--- config.mk ---
export PLATFORM = sky130hd
export DESIGN_NAME = fp_truncate_scheduler
export DESIGN_NICKNAME = d
export VERILOG_FILES = /design/src/rtl/fp_truncate_scheduler.sv
export SDC_FILE = /design/constraint.sdc
export NUM_CORES = 1
export LEC_CHECK = 0
export ABC_AREA = 1
export CORE_AREA = 2 2 123 125
export CTS_BUF_LIST = sky130_fd_sc_hd__clkbuf_8
export CTS_CLUSTER_DIAMETER = 50
export DETAILED_ROUTE_END_ITERATION = 10
export DIE_AREA = 0 0 125 127
export PLACE_DENSITY = 0.86
export SLEW_MARGIN = 20
export SYNTH_ARGS = -nofsm -noshare
export SYNTH_HDL_FRONTEND = slang
export SYNTH_SLANG_ARGS = --single-unit
--- constraint.sdc ---
create_clock -name i_clk -period 3.6 [get_ports i_clk]
set_input_delay 0.72 -clock i_clk [delete_from_list [all_inputs] [get_ports i_clk]]
set_output_delay 0.72 -clock i_clk [all_outputs]
set_load 0.05 [all_outputs]
--- src/rtl/fp_truncate_scheduler.sv ---
// Round-robin shared fixed-point truncate/saturate unit: NREQ requesters feed one
// floor-rounding converter with a one-entry registered result and a saturation counter.
module fp_truncate_scheduler #(
   parameter int NREQ          = 4,
   parameter int IIBITS        = 24,
   parameter int IFBITS        = 40,
   parameter int OIBITS        = 12,
   parameter int OFBITS        = 20,
   parameter int SIGNED_VALUES = 1,
   parameter int SATCNT_BITS   = 16,
   localparam int IW  = IIBITS + IFBITS,
   localparam int OW  = OIBITS + OFBITS,
   localparam int IDW = (NREQ > 1) ? $clog2(NREQ) : 1
) (
   input  logic                   i_clk,
   input  logic                   i_reset,
   input  logic [NREQ-1:0]        i_req_valid,
   output logic [NREQ-1:0]        o_req_ready,
   input  logic [NREQ*IW-1:0]     i_req_value,
   output logic                   o_out_valid,
   input  logic                   i_out_ready,
   output logic [OW-1:0]          o_out_value,
   output logic [IDW-1:0]         o_out_id,
   output logic                   o_out_saturated,
   input  logic                   i_sat_clear,
   output logic [SATCNT_BITS-1:0] o_sat_count
);

   localparam int SH = IFBITS - OFBITS;

   typedef enum logic [1:0] {
      S_IDLE    = 2'd0,
      S_CONVERT = 2'd1,
      S_HOLD    = 2'd2
   } state_t;

   state_t                 r_state;
   logic [IDW-1:0]         r_rr_ptr;
   logic [IW-1:0]          r_operand;
   logic [IDW-1:0]         r_cap_id;
   logic                   r_out_valid;
   logic [OW-1:0]          r_out_value;
   logic [IDW-1:0]         r_out_id;
   logic                   r_out_saturated;
   logic [SATCNT_BITS-1:0] r_sat_count;

   logic                   w_grant_any;
   logic [IDW-1:0]         w_grant_id;
   logic                   w_slot_open;
   logic                   w_accept;
   logic [IDW-1:0]         w_rr_next;
   logic [OW:0]            w_conv;

   // Returns {saturated, value}: floor shift, then clamp when the narrow view cannot represent it.
   function automatic logic [OW:0] f_convert(input logic [IW-1:0] v);
      logic [IW-1:0] r;
      logic [IW-1:0] back;
      if (SIGNED_VALUES != 0) begin
         r    = IW'($signed(v) >>> SH);
         back = IW'($signed(r[OW-1:0]));
      end else begin
         r    = v >> SH;
         back = IW'(r[OW-1:0]);
      end
      if (back == r)
         f_convert = {1'b0, r[OW-1:0]};
      else if ((SIGNED_VALUES != 0) && r[IW-1])
         f_convert = {1'b1, 1'b1, {(OW-1){1'b0}}};
      else if (SIGNED_VALUES != 0)
         f_convert = {1'b1, 1'b0, {(OW-1){1'b1}}};
      else
         f_convert = {1'b1, {OW{1'b1}}};
   endfunction

   // Round-robin search starting at r_rr_ptr.
   always_comb begin
      w_grant_any = 1'b0;
      w_grant_id  = '0;
      for (int k = 0; k < NREQ; k++) begin
         logic [IDW-1:0] idx;
         idx = IDW'((int'(r_rr_ptr) + k) % NREQ);
         if (!w_grant_any && i_req_valid[idx]) begin
            w_grant_any = 1'b1;
            w_grant_id  = idx;
         end else begin
            w_grant_any = w_grant_any;
         end
      end
   end

   assign w_slot_open = !i_reset && ((r_state == S_IDLE) || ((r_state == S_HOLD) && i_out_ready));
   assign w_accept    = w_slot_open && w_grant_any;
   assign w_rr_next   = (w_grant_id == IDW'(NREQ - 1)) ? '0 : w_grant_id + IDW'(1);
   assign w_conv      = f_convert(r_operand);

   // One-hot combinational grant strobe.
   always_comb begin
      o_req_ready = '0;
      if (w_accept)
         o_req_ready = NREQ'(1) << w_grant_id;
      else
         o_req_ready = '0;
   end

   // Controller, capture register, result register and saturation counter.
   always_ff @(posedge i_clk) begin
      if (i_reset) begin
         r_state         <= S_IDLE;
         r_rr_ptr        <= '0;
         r_operand       <= '0;
         r_cap_id        <= '0;
         r_out_valid     <= 1'b0;
         r_out_value     <= '0;
         r_out_id        <= '0;
         r_out_saturated <= 1'b0;
         r_sat_count     <= '0;
      end else begin
         if (i_sat_clear)
            r_sat_count <= '0;
         else if (r_out_valid && i_out_ready && r_out_saturated && (r_sat_count != '1))
            r_sat_count <= r_sat_count + SATCNT_BITS'(1);

         if (w_accept) begin
            r_operand <= i_req_value[int'(w_grant_id)*IW +: IW];
            r_cap_id  <= w_grant_id;
            r_rr_ptr  <= w_rr_next;
         end

         case (r_state)
            S_IDLE: begin
               if (w_accept)
                  r_state <= S_CONVERT;
            end
            S_CONVERT: begin
               r_out_saturated <= w_conv[OW];
               r_out_value     <= w_conv[OW-1:0];
               r_out_id        <= r_cap_id;
               r_out_valid     <= 1'b1;
               r_state         <= S_HOLD;
            end
            S_HOLD: begin
               if (i_out_ready) begin
                  r_out_valid <= 1'b0;
                  r_state     <= w_accept ? S_CONVERT : S_IDLE;
               end
            end
            default: begin
               r_out_valid <= 1'b0;
               r_state     <= S_IDLE;
            end
         endcase
      end
   end

   assign o_out_valid     = r_out_valid;
   assign o_out_value     = r_out_value;
   assign o_out_id        = r_out_id;
   assign o_out_saturated = r_out_saturated;
   assign o_sat_count     = r_sat_count;

endmodule
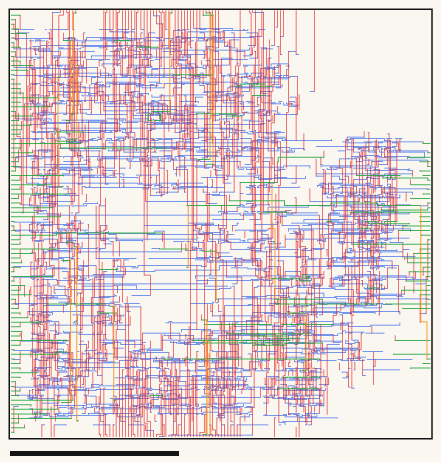
(images/wires.png)
Bar = 50 µm.
colour	layer	wire length
orange	metal 4	545 µm
blue	metal 1	8350 µm
green	metal 3	1350 µm
red	metal 2	9360 µm
wire length per cell: 14.61 µm
vias after detailed routing: 6977

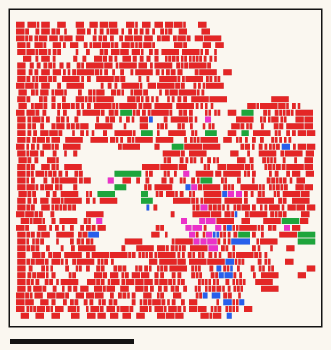
(images/sizes.png)
Bar = 50 µm.
colour	size	cells
blue	_2 cells	21
green	_6 and larger	16
magenta	_3 and _4 cells	21
red	_0 and _1 cells	1099
final instance area: 8587 µm²
Layout Area Growth over Synthesis: 44.58%

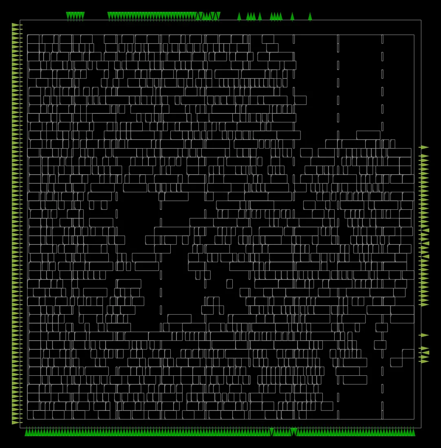
(images/placement.png)
fillers: 1379
flop count: 102
core occupancy in the finished layout: 0.5953
std cell rows: 44

==> run summary <==
The following summarizes the physical implementation.

Power
The combinational group power is roughly 5.3 mW. The combinational power share is 0.684. The share of power burned in the clock network is 0.094. The clock network power consumption is between 0.7 and 0.8 mW. The power density over the cells is 906.5 nW/µm².

The script computed the net switching share of total power as 0.5403. The design draws ~7.8 mW. The peak ir drop on the vdd network is around 1.3 mV.

Setup path
The endpoint of the worst register-to-register path is r_operand[22]. According to the timing report, the critical path is captured at o_req_ready[1]. The script reports the combined buffer and inverter count of the critical path as 4.

The worst reg-to-reg setup slack is 0.84 ns. Logic depth along the worst register-to-register path is recorded as 13. In this design, the critical path's most frequently occurring cell is nand2_1. The critical path depth in cells is 11. Max fanout on the critical path was recorded as 10. The required time of the critical path is 2.88 ns. The most critical setup path has its startpoint at i_req_valid[3]. The worst setup path is captured at an output port. Traced cell by cell, the critical path runs through clkdlybuf4s50_1 -> inv_1 -> o21ai_0 -> nand2_1 -> nand2_1 -> nor2_2 -> nand3_1 -> nand3_2 -> buf_4 -> nor2_1 -> buf_12. The worst setup path is of the in -> out kind.

Layout
Registers take 2043 µm². After layout, the inverter instance count without clock inverters stands at between 60 and 70. Of the total standard cell area in the layout, the multi-input combinational portion is 0.3858. Once layout is complete, the cells apart from fillers number 1341.

The flop share of the area is 0.2379. The total of clock buffers placed in the layout is 9. The net total in the final layout is 1418. The library cells used most frequently in the layout, excluding fill and tap cells, are nand3_1, nand2_1, clkdlybuf4s50_1, dfxtp_1, inv_1.

The clock network contribution to total cell area is 0.02288. The dominant kind of cell by area is logic gates. Per the final layout report, the fraction of cells sized above drive strength 1 comes to 0.05013. The fraction of final cell area spent on non-clock buffers in this run is 0.2964.

Yosys
Among the non-sequential cells, simple AND/OR/NAND/NOR gates take the most area. The stat command in Yosys gives a chip area of 5939 µm². The net count entering floorplan is between 1000 and 1500. In this run the mean area of a mapped cell was 6.219 µm². The number of synthesis warnings is 0.

Looking at area per cell type in the netlist, the leader is dfxtp_1. The synthesis stat section lists a flop and latch total of 102. The area fraction of the largest cell type after synthesis is 0.3438. Summing all multiplexer cells gives an area fraction of 0. Of the total synthesized cell area, the portion taken by AND, OR, NAND and NOR gates is 0.5003. The synthesized design contains 0 enable-type register cells. The most repeated cell in the gate-level netlist after synthesis is nand3_1. The main area contributors are dfxtp_1, nand3_1, nand2_1. The unique cell type count in the Yosys netlist is 30. The cell-mix breakdown from Yosys lists the compound-gate area share as 0.04782. The cell total in the yosys stat output is 955.

Final timing
The least setup slack across all paths after layout is 0.2898 ns. The flow reports an fmax of 302.1 MHz. The clock skew after layout is ~0.014 ns. The last timing report of the flow puts the setup violation total at 0.

The number of slew-limit violations in the final report is 0. The number of endpoints with negative hold slack in the final report is 0. The worst path in the final design needs a cycle of 3.310 ns, including I/O delays and setup. The slew check shows that the tightest pin keeps a relative margin of 0.3925.

Global route
The number of antenna violations at the first check in global routing came to 0. The first global-routing pass estimated 31670 µm of wire. The global route stage reports its total congestion overflow as 0.

Entering global routing, the biggest net connects 89 pins. The number of global-route vias before repair is ~6500.

Floorplan
In the floorplan report the effective utilization is 0.4118. In this run the standard cell core region covers about 14000 µm². The count of boundary I/O pins is 320.

From bottom edge to top edge, the die measures 127 µm.

CTS
The buffer count from post-CTS setup fixing is 0. The count of clock tree sinks is 102. At the later pin of the worst-skew pair, clock insertion delay measures between 0.3 and 0.4 ns. The number of H-tree branching levels is 3.

Detailed routing
The detailed router finished its first iteration with between 500 and 600 violations. TritonRoute reported its final design rule violation total as 0. The number of detailed-routing iterations run before antenna repair is 5. The routed design shows a via density per instance of 5.203.

Worst hold path
The worst min-delay path startpoint is r_operand[39]. The most critical min-delay path falls under reg -> reg. For hold timing, the worst endpoint is r_operand[39].

Placement
After legalization and detailed placement, the total HPWL measured 14130 µm. The number of input and output port buffers inserted is about 240. After detailed placement, the total cell area comes to about 8400 µm².

In this run, placement finished with an instance count of about 1300.

Status
The run finished with clean final reports.

Run
The count of maximum capacitance violations is 0.
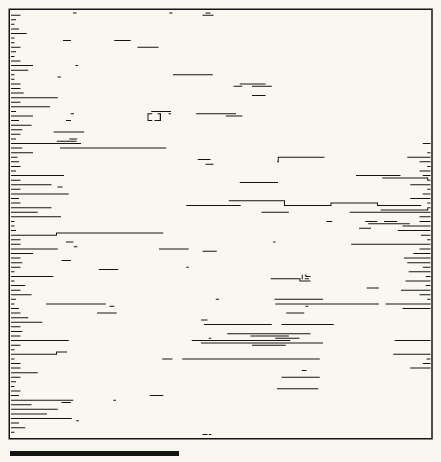
(images/layer_met3.png)
Bar = 50 µm.
longest straight run	40.5 µm
nets with wire on the layer	184
DRT Wirelength: 19600 µm
met3 routing resource usage after global routing: 0.04648

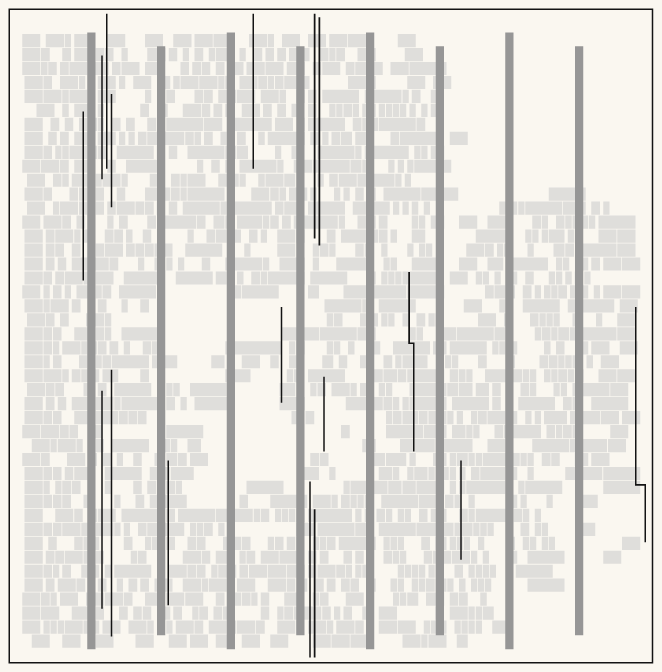
(images/layer_met4.png)
Supply wires on this layer in grey. Cells faint in the background.
share of all routed wire	2.8%
nets with wire on the layer	16
wire length on this layer	545 µm
main direction	vertical

-- registers in the layout, summed over array words and instances (netlist names) --
name / flops
r_operand: 44
r_state: 2
o_out_saturated: 1
o_sat_count: 16
o_out_id: 2
o_out_valid: 1
r_cap_id: 2
r_rr_ptr: 2
o_out_value: 32
-- per-layer routing --
metal | track usage | part of all wire
met5 | 0 | 0
met3 | 0.04648 | 0.069
met2 | 0.4054 | 0.48
met4 | 0.08170 | 0.028
met1 | 0.3111 | 0.43
-- timing repair --
item / 4_1_cts / 5_1_grt
resized: 0 / 1
setup endpoints to repair: 0 / 2
hold buffers: 0 / 0
Power is estimated from default activity; no workload was simulated.
